--- src/rtl/tmr_vote_ctrl.sv ---
// Registered TMR majority voter with valid/ready flow control, per-replica
// disagreement streak tracking and a req/ack resync sequencer.
module tmr_vote_ctrl #(
    parameter int WIDTH      = 4,
    parameter int ERR_THRESH = 3,
    parameter int CNT_W      = 8,
    localparam int SW        = $clog2(ERR_THRESH + 1)
) (
    input  logic             clk,
    input  logic             rst,
    input  logic             in_valid,
    output logic             in_ready,
    input  logic [WIDTH-1:0] data_1,
    input  logic [WIDTH-1:0] data_2,
    input  logic [WIDTH-1:0] data_3,
    output logic             out_valid,
    input  logic             out_ready,
    output logic [WIDTH-1:0] tmr_out,
    output logic [2:0]       err_mask,
    output logic [2:0]       resync_req,
    input  logic             resync_ack,
    output logic [CNT_W-1:0] err_cnt_1,
    output logic [CNT_W-1:0] err_cnt_2,
    output logic [CNT_W-1:0] err_cnt_3,
    input  logic             clr_cnt,
    output logic             dbg_state_o,
    output logic [3*SW-1:0]  dbg_streak_o
);

    // Handshakes: a transfer happens on a rising edge where valid and ready
    // are both high; valid never waits on ready, and a held result is stable.
    typedef enum logic {RUN = 1'b0, RESYNC = 1'b1} state_t;

    localparam logic [SW-1:0] THR = SW'(ERR_THRESH);

    state_t           state_q, state_d;
    logic [2:0]       target_q, target_d;
    logic             out_valid_q;
    logic [WIDTH-1:0] tmr_q;
    logic [2:0]       mask_q;
    logic [SW-1:0]    streak_q [3];
    logic [SW-1:0]    streak_d [3];
    logic [CNT_W-1:0] cnt_q [3];
    logic [WIDTH-1:0] vote;
    logic [2:0]       mask;
    logic [2:0]       at_thr_q, at_thr_d;
    logic             accept;

    function automatic logic [2:0] lowest_one(input logic [2:0] v);
        if (v[0])      return 3'b001;
        else if (v[1]) return 3'b010;
        else if (v[2]) return 3'b100;
        else           return 3'b000;
    endfunction

    assign vote   = (data_1 & data_2) | (data_1 & data_3) | (data_2 & data_3);
    assign mask   = {data_3 != vote, data_2 != vote, data_1 != vote};
    assign accept = in_valid & in_ready;

    always_comb begin
        for (int i = 0; i < 3; i++) begin
            streak_d[i] = streak_q[i];
            if (accept) begin
                if (!mask[i])               streak_d[i] = '0;
                else if (streak_q[i] != THR) streak_d[i] = streak_q[i] + SW'(1);
            end
            if (state_q == RESYNC && resync_ack && target_q[i]) streak_d[i] = '0;
            at_thr_q[i] = (streak_q[i] == THR);
            at_thr_d[i] = (streak_d[i] == THR);
        end
    end

    // State register
    always_ff @(posedge clk) begin
        if (rst) begin
            state_q  <= RUN;
            target_q <= '0;
        end else begin
            state_q  <= state_d;
            target_q <= target_d;
        end
    end

    // Next state: a replica still at threshold after an ack re-enters RESYNC
    // straight away because its streak is still visible in RUN.
    always_comb begin
        state_d  = state_q;
        target_d = target_q;
        case (state_q)
            RUN: begin
                if (|at_thr_d) begin
                    state_d  = RESYNC;
                    target_d = lowest_one(at_thr_d);
                end
            end
            RESYNC: begin
                if (resync_ack) begin
                    state_d  = RUN;
                    target_d = '0;
                end
            end
            default: begin
                state_d  = RUN;
                target_d = '0;
            end
        endcase
    end

    // Outputs: no accept while any streak sits at threshold, so nothing
    // slips in between two back-to-back resyncs.
    always_comb begin
        in_ready   = !rst && (state_q == RUN) && !(|at_thr_q) && (!out_valid_q || out_ready);
        resync_req = (!rst && state_q == RESYNC) ? target_q : 3'b000;
    end

    always_ff @(posedge clk) begin
        if (rst) begin
            out_valid_q <= 1'b0;
            tmr_q       <= '0;
            mask_q      <= '0;
            for (int i = 0; i < 3; i++) begin
                streak_q[i] <= '0;
                cnt_q[i]    <= '0;
            end
        end else begin
            if (accept) begin
                out_valid_q <= 1'b1;
                tmr_q       <= vote;
                mask_q      <= mask;
            end else if (out_ready) begin
                out_valid_q <= 1'b0;
            end
            for (int i = 0; i < 3; i++) begin
                streak_q[i] <= streak_d[i];
                if (clr_cnt)                                  cnt_q[i] <= '0;
                else if (accept && mask[i] && cnt_q[i] != '1) cnt_q[i] <= cnt_q[i] + CNT_W'(1);
            end
        end
    end

    assign out_valid    = out_valid_q;
    assign tmr_out      = tmr_q;
    assign err_mask     = mask_q;
    assign err_cnt_1    = cnt_q[0];
    assign err_cnt_2    = cnt_q[1];
    assign err_cnt_3    = cnt_q[2];
    assign dbg_state_o  = state_q;
    assign dbg_streak_o = {streak_q[2], streak_q[1], streak_q[0]};

endmodule
--- config.mk ---
export PLATFORM = sky130hd
export DESIGN_NAME = tmr_vote_ctrl
export DESIGN_NICKNAME = d
export VERILOG_FILES = /design/src/rtl/tmr_vote_ctrl.sv
export SDC_FILE = /design/constraint.sdc
export NUM_CORES = 1
export LEC_CHECK = 0
export CAP_MARGIN = 20
export CORE_MARGIN = 2
export CORE_UTILIZATION = 25
export DETAILED_ROUTE_END_ITERATION = 7
export SETUP_SLACK_MARGIN = 0.05
export SYNTH_ARGS = -nofsm -noshare
export SYNTH_HDL_FRONTEND = slang
export SYNTH_SLANG_ARGS = --single-unit
--- constraint.sdc ---
create_clock -name clk -period 2.91 [get_ports clk]
set_clock_uncertainty 0.15 [all_clocks]
set_input_delay 0.4365 -clock clk [delete_from_list [all_inputs] [get_ports clk]]
set_output_delay 0.4365 -clock clk [all_outputs]
set_load 0.01 [all_outputs]
==> images/port_nets.png <==
Scale bar: 20 um.
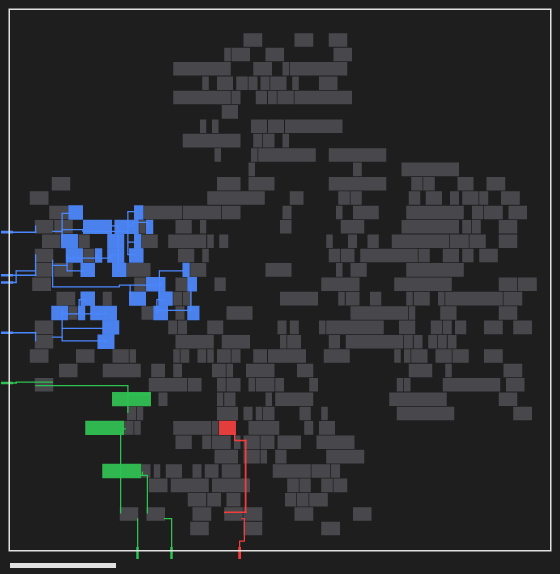
legend:
  red:
    port: in_ready
    direction: output
    edge: bottom
    end_cells: 1
    buffers: 1
    wire: 28.3 um
  blue:
    port: data_3
    direction: input
    edge: left
    end_cells: 32
    buffers: 4
    wire: 189 um
  green:
    port: err_mask
    direction: output
    edge: 2 bottom, 1 left
    end_cells: 3
    buffers: 3
    wire: 73.2 um

==> images/metal_stack.png <==
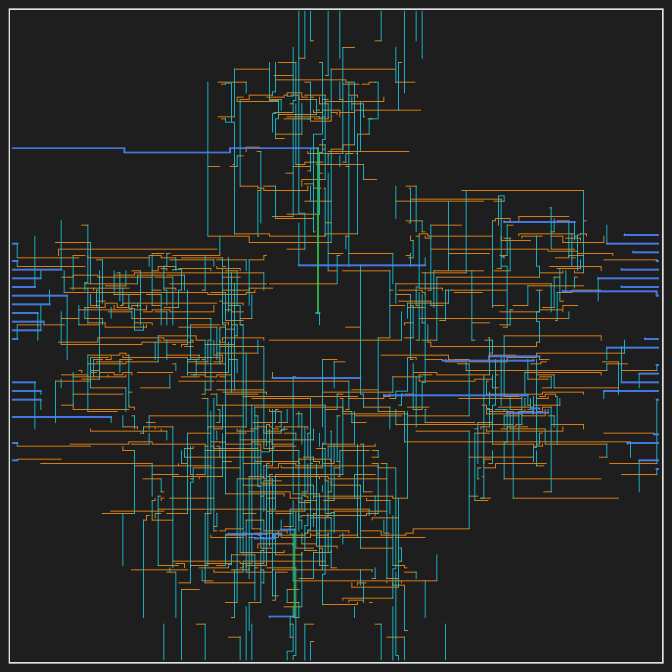
legend:
  green:
    layer: met4
    wire_length: 39.4 um
  blue:
    layer: met3
    wire_length: 328 um
  orange:
    layer: met1
    wire_length: 2930 um
  cyan:
    layer: met2
    wire_length: 2750 um
wire per inst: 13.5 um
via count: 2129
drt total wl: 6.04 mm
Tot GR Track Use: 0.117

==> images/drive_strength.png <==
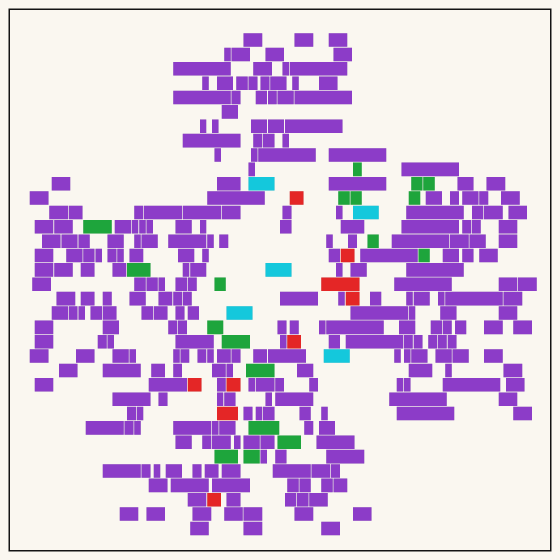
legend:
  red:
    size: drive 3 to 4
    cells: 9
    most_used: buf_4
  purple:
    size: drive 1 or less
    cells: 286
    most_used: clkdlybuf4s50_1
  green:
    size: drive 2
    cells: 18
    most_used: nor2_2
  cyan:
    size: drive 6 and up
    cells: 5
    most_used: clkbuf_8
area grow syn2layout: 35.3%
final worst slack: 383 ps

flip-flops by register name (all words and copies together), names as in the netlist:
register / flops
target_q: 3
cnt_q: 24
out_valid: 1
err_mask: 3
tmr_out: 4
streak_q: 6
dbg_state_o: 1
critical path: stages:
cell and delay (ps):
clkdlybuf4s50_1 440, buf_4 220, nor2b_1 160, and2_1 140, clkdlybuf4s50_1 530
report_power, final:
| group | total (uW) | internal [uW] | switching (uW) |
|---|---|---|---|
| registers | 700 | 661 | 39.1 |
| logic | 246 | 127 | 119 |
| clock network | 358 | 165 | 193 |
| total | 1300 | 953 | 351 |
Yosys cell counts, drive strengths merged, types with 4 or more instances:
master,instances,area share
buf,6,0.017
and2,6,0.016
nand3,18,0.037
nor3b,5,0.016
xor2,15,0.054
o21ai,13,0.027
nand4,4,0.010
inv,6,0.0093
nor2,36,0.063
nor3,4,0.0083
nand2,16,0.026
nand3b,6,0.019
a21oi,12,0.025
edfxtp,24,0.30
and3,8,0.021
dfxtp,18,0.15
or3b,4,0.015
a311oi,5,0.021
per-stage QoR:
stage | total power [uW] | hold WS (ps)
floorplan | 822 | 299
global placement | 957 | 351
detailed placement | 960 | 345
CTS | 1320 | 362
global route | 1370 | 402
finish | 1300 | 355
path summary, 6_finish.rpt:
kind	start	to	slack [ps]	depth (start not counted)
max	rst	resync_req[1]	380	5
min	tmr_out[0]	tmr_out[0]	360	2
max reg2reg	streak_q[0][1]	cnt_q[0][0]	650	5
min reg2reg	tmr_out[0]	tmr_out[0]	360	2
logic make-up (layout without fill, tap and decap cells):
group | Yosys count | count (layout) | synth area share
AND-OR/OR-AND | 49 | 49 | 0.155
buffers and inverters | 13 | 81 | 0.0275
AND/OR/NAND/NOR | 124 | 124 | 0.285
adder cells (fa/ha/maj) | 3 | 3 | 0.0156
flip-flops | 42 | 42 | 0.448
XOR/XNOR | 18 | 18 | 0.0653
multiplexers | 1 | 1 | 0.00415
layer usage:
layer / part of all wire / up-vias / wire, um
li1: - / 1054 / -
met4: 0.0065 / 0 / 39
met2: 0.45 / 61 / 2750
met5: 0 / - / 0
met1: 0.48 / 1010 / 2930
met3: 0.054 / 4 / 327
final cells by class:
class,instances,area share
Clock inverter,2,0.00268
Inverter,6,0.00690
Multi-Input combinational cell,195,0.388
Tap cell,129,0.0494
Sequential cell,42,0.331
Clock buffer,6,0.0222
Timing Repair Buffer,67,0.200
==> qor.yml <==
synth-main-ff-cell: "edfxtp_1"
post_cts_resized: 0
finalCriticalPeriod_ps: 2530
clock-sinks: 42
lay_top_cells: "clkdlybuf4s50_1 (60), nor2_1 (29), edfxtp_1 (24)"
syn_area_sq_um: 2410
ys_cells: 250
setup_viol: 0
cts_buffer_depth: 2
final_common_cell: "clkdlybuf4s50_1"
p_per_area_nw_per_um2: 399
setup.worst_path.class: "in2out"
drc: 0
crit_path_end_kind: "output port"
final_area_sq_um: 3270
drive_gt1_frac: 0.101
ys_ff: 42
cp-start-kind: "input port"
edf_count: 24
utilization: 0.352
cts_buffers: 5
postCtsHoldBufs: 0
grt_max_degree: 20
fmax_mhz: 396
cp.arrival_ps: 1940
ir_drop_v: 0.000139
fp.dieW_um: 102
post-route-period-util: 0.868
tns_ps: 0
path_clk_slew_ps: 80
num_rows: 35
place_congestion: 0.801
hold_viol: 0
die_h_um: 102
yosysChipArea_sq_um: 2410
core_sq_um: 9280
die_area_sq_um: 10500
status: "complete, no violations"
fp_util: 0.260
grt_use_met3: 0.0321
dpl_worst_slack_ps: 170
dr.pass1.iters: 4
n_fill_cell: 985
leakage_uw: 0.00114
report.final.slew_viol_count: 0
drt_iter0_drc: 110
busiest_layer: "met2"
dpl-instance-area_sq_um: 3180
warnings: 26
relSlewSlack: 0.749
clk_latency_ps: 290
hp-class: "reg2reg"
syn_area_per_cell_sq_um: 9.65
grtUsageMet1: 0.165
post-cts-setup-buffers: 0
place.port_buffers: 60
antennaDiodeCount: 0
seq_area_sq_um: 1080
grt_pass1_wl_mm: 9.74
syn_nets: 271
grt-ovfl-total: 0
critical_path_required_ps: 2320
hpwl_mm: 4.55
synth_cell_types: 55
cp_max_fo: 19
postRouteAntennaNets: 0
synthCells: 250
No activity file was given, so power comes from the tool's default toggle rates.
